===== src/rtl/rst_sequencer.sv =====
// Reset sequencer: synchronises PLL lock and button, then releases NCH active-low
// reset channels in order. Define RST_SEQ_DEBOUNCE_EN to debounce the button input.
module rst_sequencer #(
    parameter int NCH         = 2,
    parameter int SYNC_STAGES = 2,
    parameter int LOCK_DLY    = 32,
    parameter int GAP         = 16,
    parameter int DEB_CYCLES  = 1024
) (
    input  logic           clk_i,
    input  logic           rst_i,
    input  logic           locked_i,
    input  logic           btn_in,
    output logic [NCH-1:0] rst_on,
    output logic           ready_o,
    output logic [1:0]     cause_o,
    output logic [7:0]     abort_cnt_o
);

    localparam int MAX_AB = (LOCK_DLY > GAP) ? LOCK_DLY : GAP;
    localparam int MAXC   = (MAX_AB > DEB_CYCLES) ? MAX_AB : DEB_CYCLES;
    localparam int CW     = $clog2(MAXC + 1);
    localparam int IW     = (NCH > 1) ? $clog2(NCH) : 1;
    localparam logic [IW-1:0] IDX_LAST = IW'(NCH - 1);

    logic [SYNC_STAGES-1:0] lock_sync_q;
    logic [SYNC_STAGES-1:0] btn_sync_q;
    logic                   locked_s;
    logic                   btn_s;
    logic                   btn_d;
    logic                   ok;

    always_ff @(posedge clk_i) begin
        if (rst_i) begin
            lock_sync_q <= '0;
            btn_sync_q  <= '1;
        end else begin
            lock_sync_q <= {lock_sync_q[SYNC_STAGES-2:0], locked_i};
            btn_sync_q  <= {btn_sync_q[SYNC_STAGES-2:0], btn_in};
        end
    end

    assign locked_s = lock_sync_q[SYNC_STAGES-1];
    assign btn_s    = btn_sync_q[SYNC_STAGES-1];

`ifdef RST_SEQ_DEBOUNCE_EN
    logic [CW-1:0] deb_cnt_q;
    logic          btn_d_q;

    // btn_d only follows btn_s after DEB_CYCLES consecutive cycles of disagreement
    always_ff @(posedge clk_i) begin
        if (rst_i) begin
            deb_cnt_q <= '0;
            btn_d_q   <= 1'b1;
        end else if (btn_s != btn_d_q) begin
            if (deb_cnt_q == CW'(DEB_CYCLES - 1)) begin
                btn_d_q   <= btn_s;
                deb_cnt_q <= '0;
            end else begin
                deb_cnt_q <= deb_cnt_q + CW'(1);
            end
        end else begin
            deb_cnt_q <= '0;
        end
    end

    assign btn_d = btn_d_q;
`else
    assign btn_d = btn_s;
`endif

    assign ok = locked_s & btn_d;

    // state   | meaning
    // HOLD    | all channels in reset, waiting for ok
    // SETTLE  | lock stable, counting LOCK_DLY before first release
    // RELEASE | releasing channels 1..NCH-1, GAP cycles apart
    // RUN     | all channels released
    typedef enum logic [1:0] {
        S_HOLD,
        S_SETTLE,
        S_RELEASE,
        S_RUN
    } state_t;

    state_t         state_q;
    logic [CW-1:0]  cnt_q;
    logic [IW-1:0]  idx_q;
    logic [IW-1:0]  idx_d;
    logic [NCH-1:0] rst_on_q;
    logic           ready_q;
    logic [1:0]     cause_q;
    logic [7:0]     abort_cnt_q;

    assign idx_d = idx_q + IW'(1);

    always_ff @(posedge clk_i) begin
        if (rst_i) begin
            state_q     <= S_HOLD;
            cnt_q       <= '0;
            idx_q       <= '0;
            rst_on_q    <= '0;
            ready_q     <= 1'b0;
            cause_q     <= 2'b00;
            abort_cnt_q <= 8'd0;
        end else if (state_q != S_HOLD && !ok) begin
            state_q  <= S_HOLD;
            cnt_q    <= '0;
            idx_q    <= '0;
            rst_on_q <= '0;
            ready_q  <= 1'b0;
            cause_q  <= locked_s ? 2'b10 : 2'b01;
            if (abort_cnt_q != 8'hFF) begin
                abort_cnt_q <= abort_cnt_q + 8'd1;
            end
        end else begin
            case (state_q)
                S_HOLD: begin
                    cnt_q    <= '0;
                    idx_q    <= '0;
                    rst_on_q <= '0;
                    ready_q  <= 1'b0;
                    if (ok) begin
                        state_q <= S_SETTLE;
                    end
                end
                S_SETTLE: begin
                    if (cnt_q == CW'(LOCK_DLY - 1)) begin
                        rst_on_q[0] <= 1'b1;
                        cnt_q       <= '0;
                        idx_q       <= '0;
                        if (NCH == 1) begin
                            state_q <= S_RUN;
                            ready_q <= 1'b1;
                        end else begin
                            state_q <= S_RELEASE;
                        end
                    end else begin
                        cnt_q <= cnt_q + CW'(1);
                    end
                end
                S_RELEASE: begin
                    if (cnt_q == CW'(GAP - 1)) begin
                        cnt_q    <= '0;
                        idx_q    <= idx_d;
                        rst_on_q <= rst_on_q | (NCH'(1) << idx_d);
                        if (idx_d == IDX_LAST) begin
                            state_q <= S_RUN;
                            ready_q <= 1'b1;
                        end
                    end else begin
                        cnt_q <= cnt_q + CW'(1);
                    end
                end
                S_RUN: begin
                    state_q <= S_RUN;
                end
                default: begin
                    state_q <= S_HOLD;
                end
            endcase
        end
    end

    assign rst_on      = rst_on_q;
    assign ready_o     = ready_q;
    assign cause_o     = cause_q;
    assign abort_cnt_o = abort_cnt_q;

endmodule

===== config.mk =====
export PLATFORM = sky130hd
export DESIGN_NAME = rst_sequencer
export DESIGN_NICKNAME = d
export VERILOG_FILES = /design/src/rtl/rst_sequencer.sv
export SDC_FILE = /design/constraint.sdc
export NUM_CORES = 1
export LEC_CHECK = 0
export CAP_MARGIN = 30
export CORE_MARGIN = 2
export CORE_UTILIZATION = 50
export CTS_CLUSTER_DIAMETER = 30
export CTS_CLUSTER_SIZE = 8
export DETAILED_ROUTE_END_ITERATION = 7
export PLACE_DENSITY = 0.83
export SYNTH_ARGS = -nofsm -noshare
export SYNTH_HDL_FRONTEND = slang
export SYNTH_SLANG_ARGS = --single-unit

===== constraint.sdc =====
create_clock -name clk_i -period 4.3 [get_ports clk_i]
set_input_delay 0.86 -clock clk_i [delete_from_list [all_inputs] [get_ports clk_i]]
set_output_delay 0.86 -clock clk_i [all_outputs]
set_load 0.03 [all_outputs]

### PDN straps and rails, run 1

Pins as bars on the die edge. Tap cells in grey.
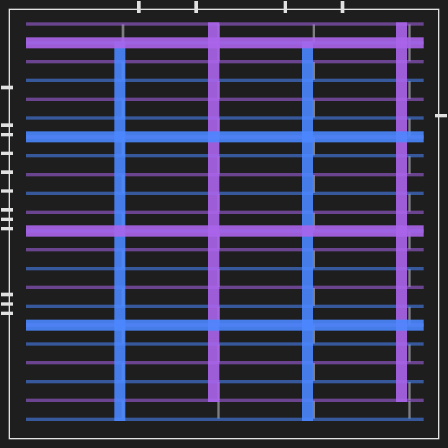
Blue is VSS. Purple is VDD.
The core has 21 rows. 17 signal pins sit on the boundary. 22 met1 rails follow the rows.

### Placement by cell class, run 1

The bar under the picture is 20 µm long.
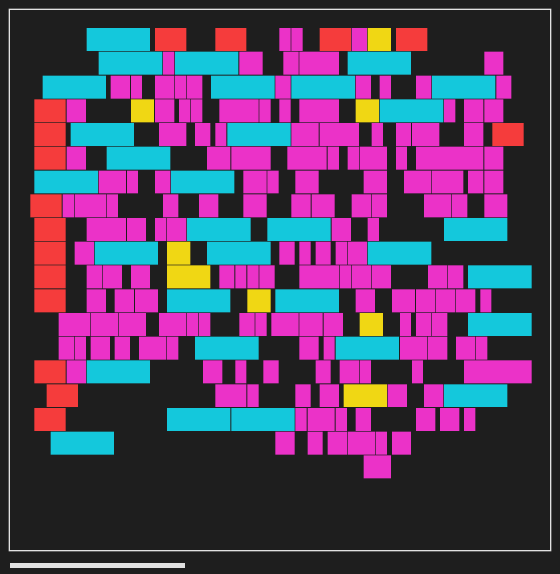
Red is remaining buffers and delay cells, cells 16. Yellow is clock drivers and dummy loads, cells 8. Magenta is remaining logic cells, cells 161. Cyan is registers, cells 31.
Finished Core Util: 58.44%
final instance area: 1919 µm²
Rows: 21
proportion of cell area occupied by registers: 32.33%
core region area: 3284 µm²

### Clock wiring as the flow saved it, run 1

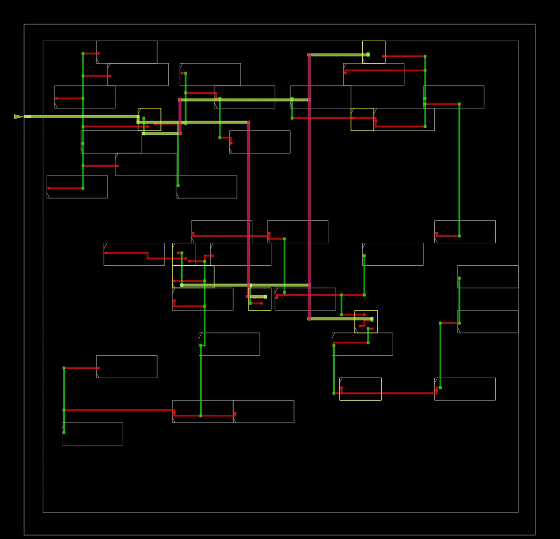
Inserted Clock Buffers: 5
clk ins delay skew pair: 0.35 ns
Final Skew: 0.008645 ns
# clock sinks: 31
# clk buffers: 7

### Routed clock nets over the placement, run 1

The bar under the picture is 20 µm long.
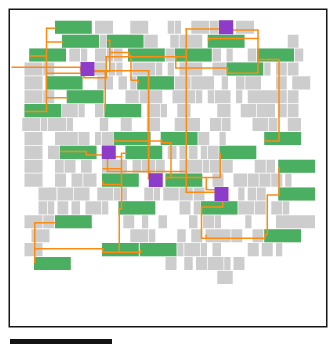
Orange is clock wires, length 445 µm. Purple is clock-net drivers, count 5. Green is flip-flops, count 31.
Position of the flops: spread over the die.
clock power share: 28.2%
clock-net power: 0.204 mW

run 1: logic make-up (layout without fill, tap and decap cells):
group	after synthesis	count (layout)	synth area share, %
mux	3	3	1.794
fa+ha+maj	8	8	5.979
simple gates	93	93	30.87
compound gates	44	44	17.49
xor+xnor	4	4	2.093
buf+inv	20	33	4.708
flops	31	31	37.07
run 1: area by class of cell:
cell class                 instances  area share [%]
clock inverter                     1          0.3911
inverter                           9           1.760
clock buffer                       7           3.390
sequential                        31           32.33
tap                               46           2.999
multi-input combinational        152           50.78
timing repair buffer              16           8.344
run 1: layer usage:
layer	up-vias	track usage, %
met3	8	6.832
met4	0	6.383
met2	39	30.53
met5	-	0
li1	773	-
met1	691	26.24
==> impl_metrics.csv, run 1 <==
group,metric,value,unit
power,cellPowerDensity,377.9,nW/µm²
clock_network,cts_setup_buffers,0,
synth,synth.area.top_cells,"dfxtp_1 37%, nand4_1 6.4%, ha_1 6.0%, nor2_1 4.3%, nand2_1 3.6%",
placement,gp_congestion,0.8033,
final_layout,lay_top_count,"dfxtp_1",
flow_run,tool_warnings,31,
synth,synth_top_flop_cell,"dfxtp_1",
final_layout,area_growth,14.65,%
grt,first_global_vias,1255,
placement,post-dp-hpwl,2412,µm
synth,synth_cells,203,
worst_hold_path,whs_endpoint,"btn_sync_q[1]$_SDFF_PP1_",
clock_network,cts_tree,"done",
synth,ys_ff,31,
clock_network,cts.path.max_buffers,2,
setup_path,worst-path-buf-inv,1,
floorplanning,pin_count,17,
sta,slew_headroom,58.47,%
synth,synth_area,1674,µm²
power,seqPwrFrac,44.9,%
route,first_pass_iters,4,
synth,ys_types,41,
placement,dpl_worst_slack,1.878,ns
final_layout,fillCellCount,300,
setup_path,rrSetupSlack,2.21,ns
route,top_layer_used,"met4",
sta,worst_pin_slew,0.6229,ns
final_layout,logic_area,974.7,µm²
grt,antenna_found_initial,0,
setup_path,cp.depth,1,
setup_path,worstPathMaxFanout,7,
clock_network,cts-resized-gates,0,
power,power.group.top,"sequential cells",
setup_path,cp_slowest_cell,"clkdlybuf4s50_1",
route,wl,3561,µm
sta,slew_viol_final,0,
route,first_iter_violations,141,
synth,async_flop_share,0,%
grt,grt_max_degree,20,
final_layout,seq_area,620.6,µm²
final_layout,n_antenna_cell,0,
setup_path,cp.arrival,1.48,ns
final_layout,largest_register_ffs,11,
route,wl_met2,1637,µm
floorplanning,dieArea,3827,µm²
final_layout,nNetsFinal,227,
power,seq-power,0.326,mW
flow_run,max_cap_viol_count,0,
sta,rsz0062_at_grt,"no",
power,p_comb,0.195,mW
synth,synth_stat.cells,203,
grt,grt_overflow_total,0,
setup_path,cp-start-kind,"flop",
worst_hold_path,worstHoldStart,"btn_sync_q[0]$_SDFF_PP1_",
sta,setup_tns,0,ns
power,comb_power_share,26.9,%
synth,ys_seq_share,37.07,%
route,met1Wirelength,1697,µm
route,wl_per_cell,13.59,µm
setup_path,crit_path_max_incr_delay,0.70,ns
sta,fin_ws,1.960,ns
setup_path,crit_chain,"clkdlybuf4s50_1",
sta,period_needed,2.340,ns
route,vias,1511,
synth,avgSynthCellArea,8.247,µm²
floorplanning,die_x,61.87,µm
placement,placedCellCount,254,
synth,ys_chip_area,1674,µm²
synth,synth.most_common_cell,"dfxtp_1",
power,switchingPower,0.2482,mW
floorplanning,initial_core_util,50.97,%
outcome,status,"completed",
sta,fmax,427.4,MHz
sta,finalSetupViolations,0,
clock_network,hold_buffers,0,
setup_path,crit_end,"abort_cnt_o[3]",
final_layout,lay_top_cells,"31 x dfxtp_1, 19 x nor2_1, 17 x nand4_1",
power,power,0.7253,mW
final_layout,drive_above_1_share,6.481,%
## Run 2: what changed since run 1
--- a/config.mk
+++ b/config.mk
@@ -11,7 +11,7 @@
 export CTS_CLUSTER_DIAMETER = 30
 export CTS_CLUSTER_SIZE = 8
 export DETAILED_ROUTE_END_ITERATION = 7
-export PLACE_DENSITY = 0.83
+export PLACE_DENSITY = 0.85
 export SYNTH_ARGS = -nofsm -noshare
 export SYNTH_HDL_FRONTEND = slang
 export SYNTH_SLANG_ARGS = --single-unit
==> constraint.sdc (replaced) <==
create_clock -name clk_i -period 2 [get_ports clk_i]
set_input_delay 0.4 -clock clk_i [delete_from_list [all_inputs] [get_ports clk_i]]
set_output_delay 0.4 -clock clk_i [all_outputs]
set_load 0.03 [all_outputs]
==> impl_metrics.csv, run 2 <==
group,metric,value,unit
setup_path,cp_slowest_cell,"clkdlybuf4s50_1",
final_layout,lay_top_cells,"31 x dfxtp_1, 19 x nor2_1, 17 x nand4_1",
final_layout,drive_above_1_share,8.597,%
final_layout,clkbuf_count,6,
power,power,1.768,mW
sta,fin_ws,0.1109,ns
final_layout,bufAreaShareNonClock,9.937,%
sta,fmax,529.4,MHz
floorplanning,initial_core_util,50.97,%
synth,ys_seq_share,37.07,%
synth,synth.most_common_cell,"dfxtp_1",
final_layout,area_growth,18.83,%
sta,finalCritPeriodShare,94.45,%
final_layout,nNetsFinal,232,
floorplanning,pin_count,17,
final_layout,final_util,60.57,%
sta,worst_pin_slew,0.4936,ns
flow_run,max_cap_viol_count,0,
clock_network,cts_tree,"done",
synth,synth_stat.cells,203,
synth,aoi_share,17.49,%
synth,ys_sh_xor,2.093,%
route,first_iter_violations,231,
final_layout,fillCellCount,283,
sta,hold_violations,0,
synth,synth_area,1674,µm²
clock_network,hold_buffers,0,
setup_path,crit_end,"abort_cnt_o[3]",
synth,ys_chip_area,1674,µm²
synth,synth.area.top_cells,"dfxtp_1 37%, nand4_1 6.4%, ha_1 6.0%, nor2_1 4.3%, nand2_1 3.6%",
final_layout,comb-cell-share,49.18,%
setup_path,setup.worst_path.start,"abort_cnt_o[3]$_SDFFE_PP0P_",
synth,ys_sh_simple,30.87,%
final_layout,inv_count,9,
sta,fin_worst_skew,0.004578,ns
sta,rsz0062_at_grt,"no",
final_layout,largestClassByArea,"logic gates",
final_layout,design_area,1989,µm²
synth,synthMuxAreaShare,1.794,%
final_layout,fin_cells,267,
setup_path,worstPathMaxFanout,7,
clock_network,cts_buffers,5,
floorplanning,row_count,21,
route,vias,1578,
final_layout,seq_share,31.19,%
sta,period_needed,1.889,ns
synth,ys_types,41,
placement,dpl_worst_slack,0.1279,ns
synth,netlist_logic_family_top,"simple AND/OR/NAND/NOR gates",
sta,slew_viol_final,0,
final_layout,logic_area,978.4,µm²
power,cellPowerDensity,888.6,nW/µm²
synth,synth_top_flop_cell,"dfxtp_1",
setup_path,cp.depth,1,
final_layout,nNonClkBuffers,21,
grt,antenna_found_initial,0,
route,first_pass_iters,4,
final_layout,final-clk-cell-share,5.094,%
sta,slew_headroom,67.09,%
sta,setup_tns,0,ns
clock_network,cts.path.max_buffers,2,
grt,grt_overflow_total,0,
synth,ys_sh_adder,5.979,%
route,wl_per_cell,13.97,µm
route,wl,3731,µm
setup_path,cp-start-kind,"flop",
worst_hold_path,worstHoldStart,"btn_sync_q[0]$_SDFF_PP1_",
placement,gp_congestion,0.8668,
setup_path,rrSetupSlack,0.12,ns
final_layout,largest_register_ffs,11,
synth,ys_ff,31,
worst_hold_path,whs_endpoint,"btn_sync_q[1]$_SDFF_PP1_",
final_layout,n_antenna_cell,0,
placement,post-dp-hpwl,2451,µm
floorplanning,taps,46,
floorplanning,die_x,61.87,µm
clock_network,cts_setup_buffers,0,
grt,grt_max_degree,18,
floorplanning,core-area,3284,µm²
synth,synth_cells,203,
synth,avgSynthCellArea,8.247,µm²
outcome,status,"completed",
floorplanning,dieArea,3827,µm²
placement,placedCellCount,259,
==> run 2: cell counts after synthesis <==
Identical to the previous run, type by type.
==> run 2: per-layer routing <==
layer  global-route usage [%]  wire length [µm]  up-vias
li1                         -                 -      781
met1                    26.84              1708      722
met2                    32.78              1688       67
met3                    7.453               248        8
met4                    7.295                86        0
met5                        0                 0        -
==> run 2: power by group <==
group          internal (mW)  switching, mW  total [mW]
Clock                  0.390          0.230       0.621
Combinational          0.174          0.271       0.445
Sequential             0.663         0.0396       0.702
Total                   1.23          0.541        1.77
==> run 2: timing repair <==
action / 4_1_cts / 5_1_grt
setup endpoints to repair: 0 / 1
hold endpoints to repair: 0 / 0
gates resized: 0 / 1
### Clock wiring as the flow saved it, run 2

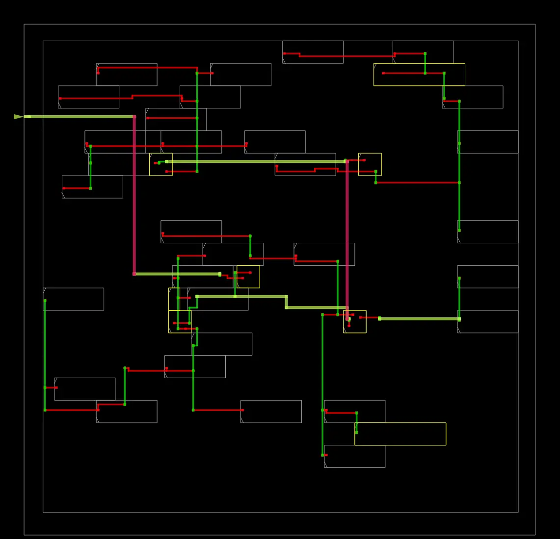
clk ins delay skew pair: 0.33 ns
flip-flops: 31

## Run 3: what changed since run 2
--- a/config.mk
+++ b/config.mk
@@ -6,6 +6,7 @@
 export NUM_CORES = 1
 export LEC_CHECK = 0
 export CAP_MARGIN = 30
+export CORE_ASPECT_RATIO = 1.2
 export CORE_MARGIN = 2
 export CORE_UTILIZATION = 50
 export CTS_CLUSTER_DIAMETER = 30
==> impl_metrics.csv, run 3 <==
group,metric,value,unit
grt,antenna_found_initial,0,
final_layout,largest_register_ffs,11,
grt,first_global_vias,1428,
grt,use_met2,37.06,%
worst_hold_path,worstHoldStart,"btn_sync_q[0]$_SDFF_PP1_",
power,switchingPower,0.5437,mW
synth,synth.area.top_cells,"dfxtp_1 37%, nand4_1 6.4%, ha_1 6.0%, nor2_1 4.3%, nand2_1 3.6%",
sta,slew_headroom,69.58,%
clock_network,cts_tree,"done",
final_layout,fin_cells,263,
final_layout,design_area,2047,µm²
sta,hold_violations,0,
synth,async_flop_share,0,%
synth,ys_sh_adder,5.979,%
clock_network,cts_buffers,5,
synth,netlist_logic_family_top,"simple AND/OR/NAND/NOR gates",
setup_path,ff2ff_path_depth,7,
final_layout,drive_above_1_share,10.62,%
synth,ys_top_cells_by_count,"31 x dfxtp_1, 19 x nor2_1, 17 x nand4_1",
synth,ys_sh_simple,30.87,%
sta,worst_pin_slew,0.4562,ns
setup_path,rrSetupSlack,0.19,ns
setup_path,setup.worst_path.start,"state_q[0]$_SDFFE_PP0P_",
power,comb_power_share,23.6,%
final_layout,nNetsFinal,237,
power,clock_net_power,0.735,mW
clock_network,cts.path.max_buffers,2,
synth,ys_types,41,
synth,synthMuxAreaShare,1.794,%
synth,ys_chip_area,1674,µm²
worst_hold_path,whs_endpoint,"btn_sync_q[1]$_SDFF_PP1_",
power,power,1.880,mW
synth,synth_top_flop_cell,"dfxtp_1",
power,p_comb,0.443,mW
sta,fin_ws,0.1870,ns
outcome,status,"completed",
sta,whs,0.4161,ns
placement,gp_congestion,0.8162,
route,viasPerCell,5.897,
placement,placedCellCount,252,
power,p_int,1.336,mW
floorplanning,pin_count,17,
clock_network,hold_buffers,0,
sta,finalCritPeriodShare,90.65,%
synth,synth_area,1674,µm²
final_layout,final_util,62.40,%
synth,aoi_share,17.49,%
setup_path,worstPathMaxFanout,15,
synth,ys_seq_share,37.07,%
final_layout,fillCellCount,293,
placement,dpl_worst_slack,0.1647,ns
route,wl_met3,163,µm
floorplanning,die_x,56.82,µm
clock_network,path_clk_slew,0.07,ns
route,wl_met2,1747,µm
sta,fmax,551.6,MHz
route,top_layer_used,"met4",
synth,ys_ff,31,
grt,grt_overflow_total,0,
route,wl_per_cell,13.83,µm
synth,synth.most_common_cell,"dfxtp_1",
grt,grtUsageMet3,5.364,%
setup_path,cp-start-kind,"flop",
route,first_iter_violations,63,
sta,setup_tns,0,ns
sta,finalSetupViolations,0,
synth,synth_cells,203,
route,vias,1551,
sta,slew_viol_final,0,
sta,rsz0062_at_grt,"no",
synth,synth_stat.cells,203,
placement,post-dp-hpwl,2426,µm
sta,period_needed,1.813,ns
flow_run,max_cap_viol_count,0,
power,seqPwrFrac,37.3,%
floorplanning,initial_core_util,51.03,%
power,seq-power,0.702,mW
final_layout,lay_top_cells,"31 x dfxtp_1, 19 x nor2_1, 17 x nand4_1",
floorplanning,dieArea,3829,µm²
final_layout,n_antenna_cell,0,
grt,grt-busiest-layer,"met2",
grt,grt_use_met1,25.67,%
power,swShare,28.92,%
setup_path,required,2.16,ns
synth,top_area_share,37.07,%
power,cellPowerDensity,918.5,nW/µm²
route,met1Wirelength,1639,µm
power,power.group.top,"clock",
synth,avgSynthCellArea,8.247,µm²
final_layout,area_growth,22.27,%
floorplanning,core-area,3281,µm²
grt,grt_max_degree,18,
floorplanning,row_count,23,
route,first_pass_iters,4,
route,wl,3636,µm
synth,top_area_cell,"dfxtp_1",
final_layout,logic_area,978.4,µm²
synth,edf_count,0,
setup_path,crit_end,"cnt_q[4]$_SDFFE_PP0N_",
synth,ys_sh_xor,2.093,%
[run 3: netlist changes by cell type in the layout (fill, tap and decap cells not counted)]
| cell | before | now |
|---|---|---|
| clkbuf_8 | 0 | 5 |
| clkbuf_4 | 5 | 0 |
| buf_4 | 5 | 10 |
[run 3: worst max-delay path, cell delays in order (launching register included)]
cell	delay, ns
dfxtp_1	0.38
inv_1	0.12
ha_1	0.24
buf_4	0.18
o21a_1	0.35
nor2b_1	0.20
o21ai_0	0.14
a21oi_1	0.08
[run 3: layout make-up]
type,instances,share of cell area [%]
clock buffer,6,3.545
inverter,9,1.650
tap,37,2.262
clock inverter,2,2.934
multi-input combinational,152,47.80
timing repair buffer,26,11.49
sequential,31,30.32
[run 3: repair_timing]
action,4_1_cts,5_1_grt
setup buffers,0,3
resized,0,1
endpoints found under the setup margin,0,2
### Routed clock nets over the placement, run 3

The bar under the picture is 20 µm long.
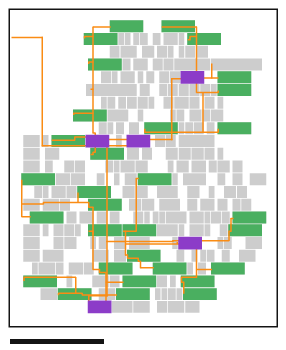
clk ins delay skew pair: 0.29 ns
clock power share: 39.1%
Final Skew: 0.008874 ns

Power and IR drop assume default switching activity.
